==> config.mk <==
export PLATFORM = sky130hd
export DESIGN_NAME = pong_game_ctrl_flat
export DESIGN_NICKNAME = d
export VERILOG_FILES = /design/src/rtl/pong_game_ctrl_if.sv /design/src/rtl/pong_game_ctrl.sv /design/src/flat_wrapper.sv
export SDC_FILE = /design/constraint.sdc
export NUM_CORES = 1
export LEC_CHECK = 0
export ABC_CLOCK_PERIOD_IN_PS = 4750
export CAP_MARGIN = 5
export CELL_PAD_IN_SITES_DETAIL_PLACEMENT = 1
export CELL_PAD_IN_SITES_GLOBAL_PLACEMENT = 1
export CORE_MARGIN = 3
export CORE_UTILIZATION = 25
export CTS_CLUSTER_DIAMETER = 60
export DETAILED_ROUTE_END_ITERATION = 10
export GPL_ROUTABILITY_DRIVEN = 0
export MAX_ROUTING_LAYER = met4
export PLACE_DENSITY = 0.6
export SETUP_SLACK_MARGIN = 0.1
export SLEW_MARGIN = 40
export SYNTH_ARGS = -nofsm -noshare
export SYNTH_HDL_FRONTEND = slang
export SYNTH_SLANG_ARGS = --single-unit
==> constraint.sdc <==
create_clock -name clk -period 4.75 [get_ports clk]
set_input_delay 1.1875 -clock clk [delete_from_list [all_inputs] [get_ports clk]]
set_output_delay 1.1875 -clock clk [all_outputs]
set_load 0.05 [all_outputs]
==> images/density.png <==
Drawn at 1.5 px/µm. The die is cut into 16 by 16 equal tiles; black is low, pale yellow is high, 0 to 100% covered.
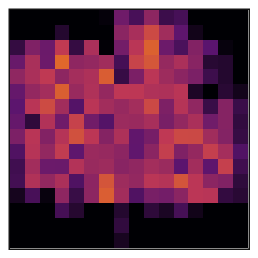
mean over tiles: 26%
emptiest ninth of the die: lower left
nearly empty tiles: 25%
fullest tile: 64%
Initial Util: 25.6%
Final Util: 30.7%

==> images/cell_classes.png <==
Drawn at 2 px/µm. Fill, decap, tap and diode cells in gray.
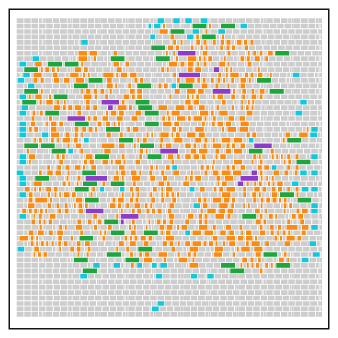
legend:
  all other logic:
    color: orange
    cells: 692
    share_of_their_area: 67%
  clock drivers and dummy loads:
    color: purple
    cells: 16
    share_of_their_area: 4.9%
  flip-flops:
    color: green
    cells: 59
    share_of_their_area: 18%
  other buffers and delay cells:
    color: cyan
    cells: 71
    share_of_their_area: 10%
fin area: 7010 µm²
Core Footprint: 22800 µm²
Site Rows: 55

==> images/final_clocks.png <==
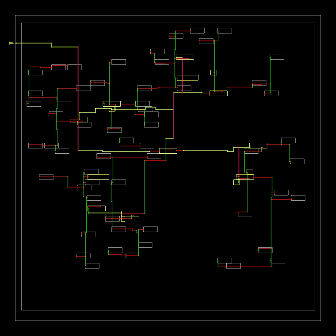
Clock Sinks: 59
Worst Skew: 0.0126 ns
clock network power: 0.000742 W
Insertion Delay late pin: 0.35 ns
clock buffer count: 9

==> images/clock_map.png <==
Drawn at 4 px/µm.
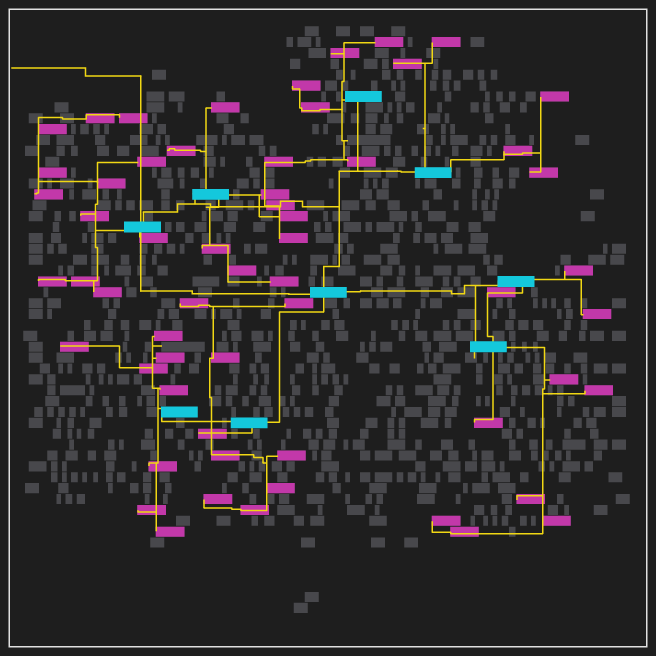
legend:
  cells driving clock nets:
    color: cyan
    count: 9
  flip-flops:
    color: magenta
    count: 59
  clock wires:
    color: yellow
    length: 1270 µm
flops lie: spread over the die
routed clock nets: 10
Clock power frac: 27.8%

==> images/zoom.png <==
Region (67, 67) to (92, 92) µm. Cells in gray, sequential cells in the stronger gray; small squares are vias.
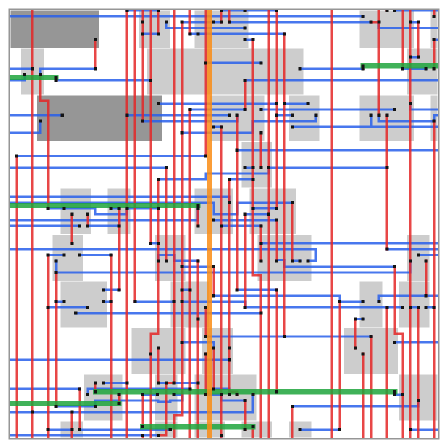
legend:
  met4:
    color: orange
  met2:
    color: red
  met1:
    color: blue
  met3:
    color: green
cells with their middle in the window: 31
most frequent: o21ai_0 (4), nor2_1 (3)
sequential cells in the window: 2

==> impl_metrics.py <==
# Physical implementation metrics
metrics = {
    "floorplan": {
        "die_h_um": 159,
        "ioPinCount": 59,
        "dieArea_um2": 25300,
    },
    "setup_path": {
        "critPathCaptureType": "flip-flop",
        "cpMaxStageDelayCell": "dfxtp_1",
        "reg2reg_depth": 14,
        "arrival_ns": 4.37,
        "cp.required_ns": 5.02,
        "crit_path_max_incr_delay_ns": 0.61,
        "worstSetupPathType": "reg -> reg",
        "cp_common_cell": "a21oi_1",
        "path_cells": "clkinv_1 > o21a_1 > nor3_1 > o21ai_0 > xnor2_1 > ha_1 > nand3_1 > a21oi_1 > a211oi_1 > a21oi_1 > o21ai_2 > nand3_2 > or4_1 > a21oi_1",
    },
    "sta": {
        "period_needed_ns": 4.10,
        "drv_slew": 0,
        "tightestPinTransition_ns": 0.711,
        "setup_tns_ns": 0,
        "finalSetupViolCount": 0,
        "rsz0062_at_grt": "false",
        "max-slew-margin-rel_pct": 52.3,
    },
    "cells_and_area": {
        "drive_above_1_share_pct": 6.09,
        "stdcell_count": 1151,
        "fill_cells": 2823,
        "insertedDiodeCount": 0,
        "fin_nets": 903,
        "layout_top_cell": "nor2_1",
        "final_cell_mix": "nor2_1, a21oi_1, nand2_1",
    },
    "detailed_routing": {
        "drtAntennaViolNets": 0,
        "dr.pass1.iters": 5,
        "routed_wl_mm": 20.5,
        "via_per_inst": 5.35,
        "dr_total_vias": 6159,
        "drt_iter0_drc": 290,
        "wl_per_cell_um": 17.8,
        "drcViolationCount": 0,
    },
    "clocking": {
        "cts_buffer_depth": 2,
        "cts_resized": 0,
        "root_buffer": "clkbuf_16",
        "cts_made_buffers": 9,
        "cts_setup_buffers": 0,
        "h-tree-depth": 3,
        "hold_buffers": 0,
        "clk_pin_slew_ns": 0.06,
    },
    "power_and_ir_drop": {
        "swShare_pct": 45.0,
        "power.internal_w": 0.00147,
        "power_frac_seq_pct": 24.1,
        "irDropWorstVdd_uv": 162,
        "power.net_switching_w": 0.00120,
        "p_leak_nw": 2.69,
        "p_comb_share_pct": 48.1,
    },
    "placed_design": {
        "hpwlAfterDp_mm": 15.1,
        "port_buffers": 58,
        "post-place-cells": 1135,
    },
    "grt": {
        "grt_max_degree": 35,
        "track_usage_pct": 16.6,
        "grt_pass1_vias": 6216,
        "grt_pass1_wl_mm": 33.9,
        "grt_overflow": 0,
    },
    "worst_hold_path": {
        "holdPathStages": 2,
    },
    "synthesis": {
        "syn-cell-area_um2": 5850,
        "synth_flops": 59,
        "synth_seq_share_pct": 20.2,
        "syn_inst": 803,
        "ys.flop_type": "dfxtp_1",
        "ys_area_um2": 5850,
        "ys_cells": 803,
        "avgSynthCellArea_um2": 7.29,
        "synth-edff-count": 0,
        "yosysWarnings": 0,
        "synthesis.nets": 873,
    },
    "status": {
        "status": "finished clean",
    },
    "run": {
        "warnings": 40,
        "drv_cap": 0,
    },
}
==> per-stage QoR <==
stage          setup slack [ns]  hold slack, ns  utilization [%]  total power [W]
2_1_floorplan             0.907           0.457                -          0.00155
3_3_place_gp              0.802           0.487             29.2          0.00193
6_report                  0.649           0.498             30.7          0.00267
4_1_cts                   0.649           0.497             30.7          0.00271
3_5_place_dp              0.654           0.487             29.3          0.00194
5_1_grt                   0.229           0.515             30.7          0.00287
==> worst max-delay path, delay by kind of cell (launching register included) <==
kind                       cells  cell delay, ns
AOI/OAI and AO/OA              7            1.36
and+or+nand+nor                4            1.22
xor gates and xnor gates       1            0.17
buffers and inverters          1            0.37
adders and majority gates      1            0.30
DFF                            1            0.61
==> synthesized netlist by cell type (3+ instances only) <==
master    count  area share [%]
nor3_1       27             2.3
a311oi_1      3            0.45
a211o_1       5            0.75
clkbuf_1     40             2.6
mux2_2        3            0.58
nand2_1      63             4.0
xor2_1        8             1.2
o211ai_1      7            0.90
o211a_1       4            0.68
or3_1         7            0.75
nor2b_1       9            0.96
o41ai_1       3            0.45
nor2_1       73             4.7
a21o_1        8             1.0
mux2i_1       5            0.86
a211oi_1     13             1.7
a21oi_1      70             6.0
o22ai_1       7            0.75
buf_6         4            0.77
o21a_1        4            0.51
o311ai_0      3            0.45
ha_1         62              13
nand4b_1      5            0.75
nor4_1       14             1.5
xnor2_1      23             3.4
dfxtp_1      59              20
nand3_1      43             3.7
nor4b_1       7             1.0
and2_1        7            0.75
a31oi_1      17             1.8
inv_1        39             2.5
and3_1        9            0.96
o31ai_1      11             1.4
nand4_1      14             1.5
nand2b_1     10             1.1
o32ai_1       4            0.60
o21ai_0      55             4.7
or4_1         5            0.64
==> kinds of logic after synthesis <==
group,Yosys count,share of synthesized area (%)
XOR/XNOR,31,4.64
adder cells (fa/ha/maj),62,13.3
buffers and inverters,92,6.71
flip-flops,59,20.2
AND-OR/OR-AND,240,26.5
AND/OR/NAND/NOR,311,27.3
multiplexers,8,1.43
==> routing by layer <==
metal  share of wire (%)  routed length (µm)  track usage [%]
met3                 3.5                 720             2.76
met2                  46                9460             26.8
met4                 1.3                 274             3.90
met5                   0                   0                -
met1                  49               10100             21.8
==> cell type report <==
cell class	instances	area, µm²	share of cell area, %
Sequential cell	59	1180	16.9
Clock inverter	7	98.8	1.41
Clock buffer	9	225	3.21
Inverter	40	150	2.14
Multi-Input combinational cell	652	4290	61.2
Tap cell	313	392	5.59
Timing Repair Buffer	71	673	9.60
==> power by group through the flow <==
stage,clock [W],sequential [W],combinational [W]
floorplan,0,0.000767,0.000783
global placement,0,0.000654,0.00127
detailed placement,0,0.000654,0.00129
CTS,0.000765,0.000644,0.00130
global route,0.000785,0.000658,0.00143
finish,0.000742,0.000644,0.00129
Power and IR drop assume default switching activity.
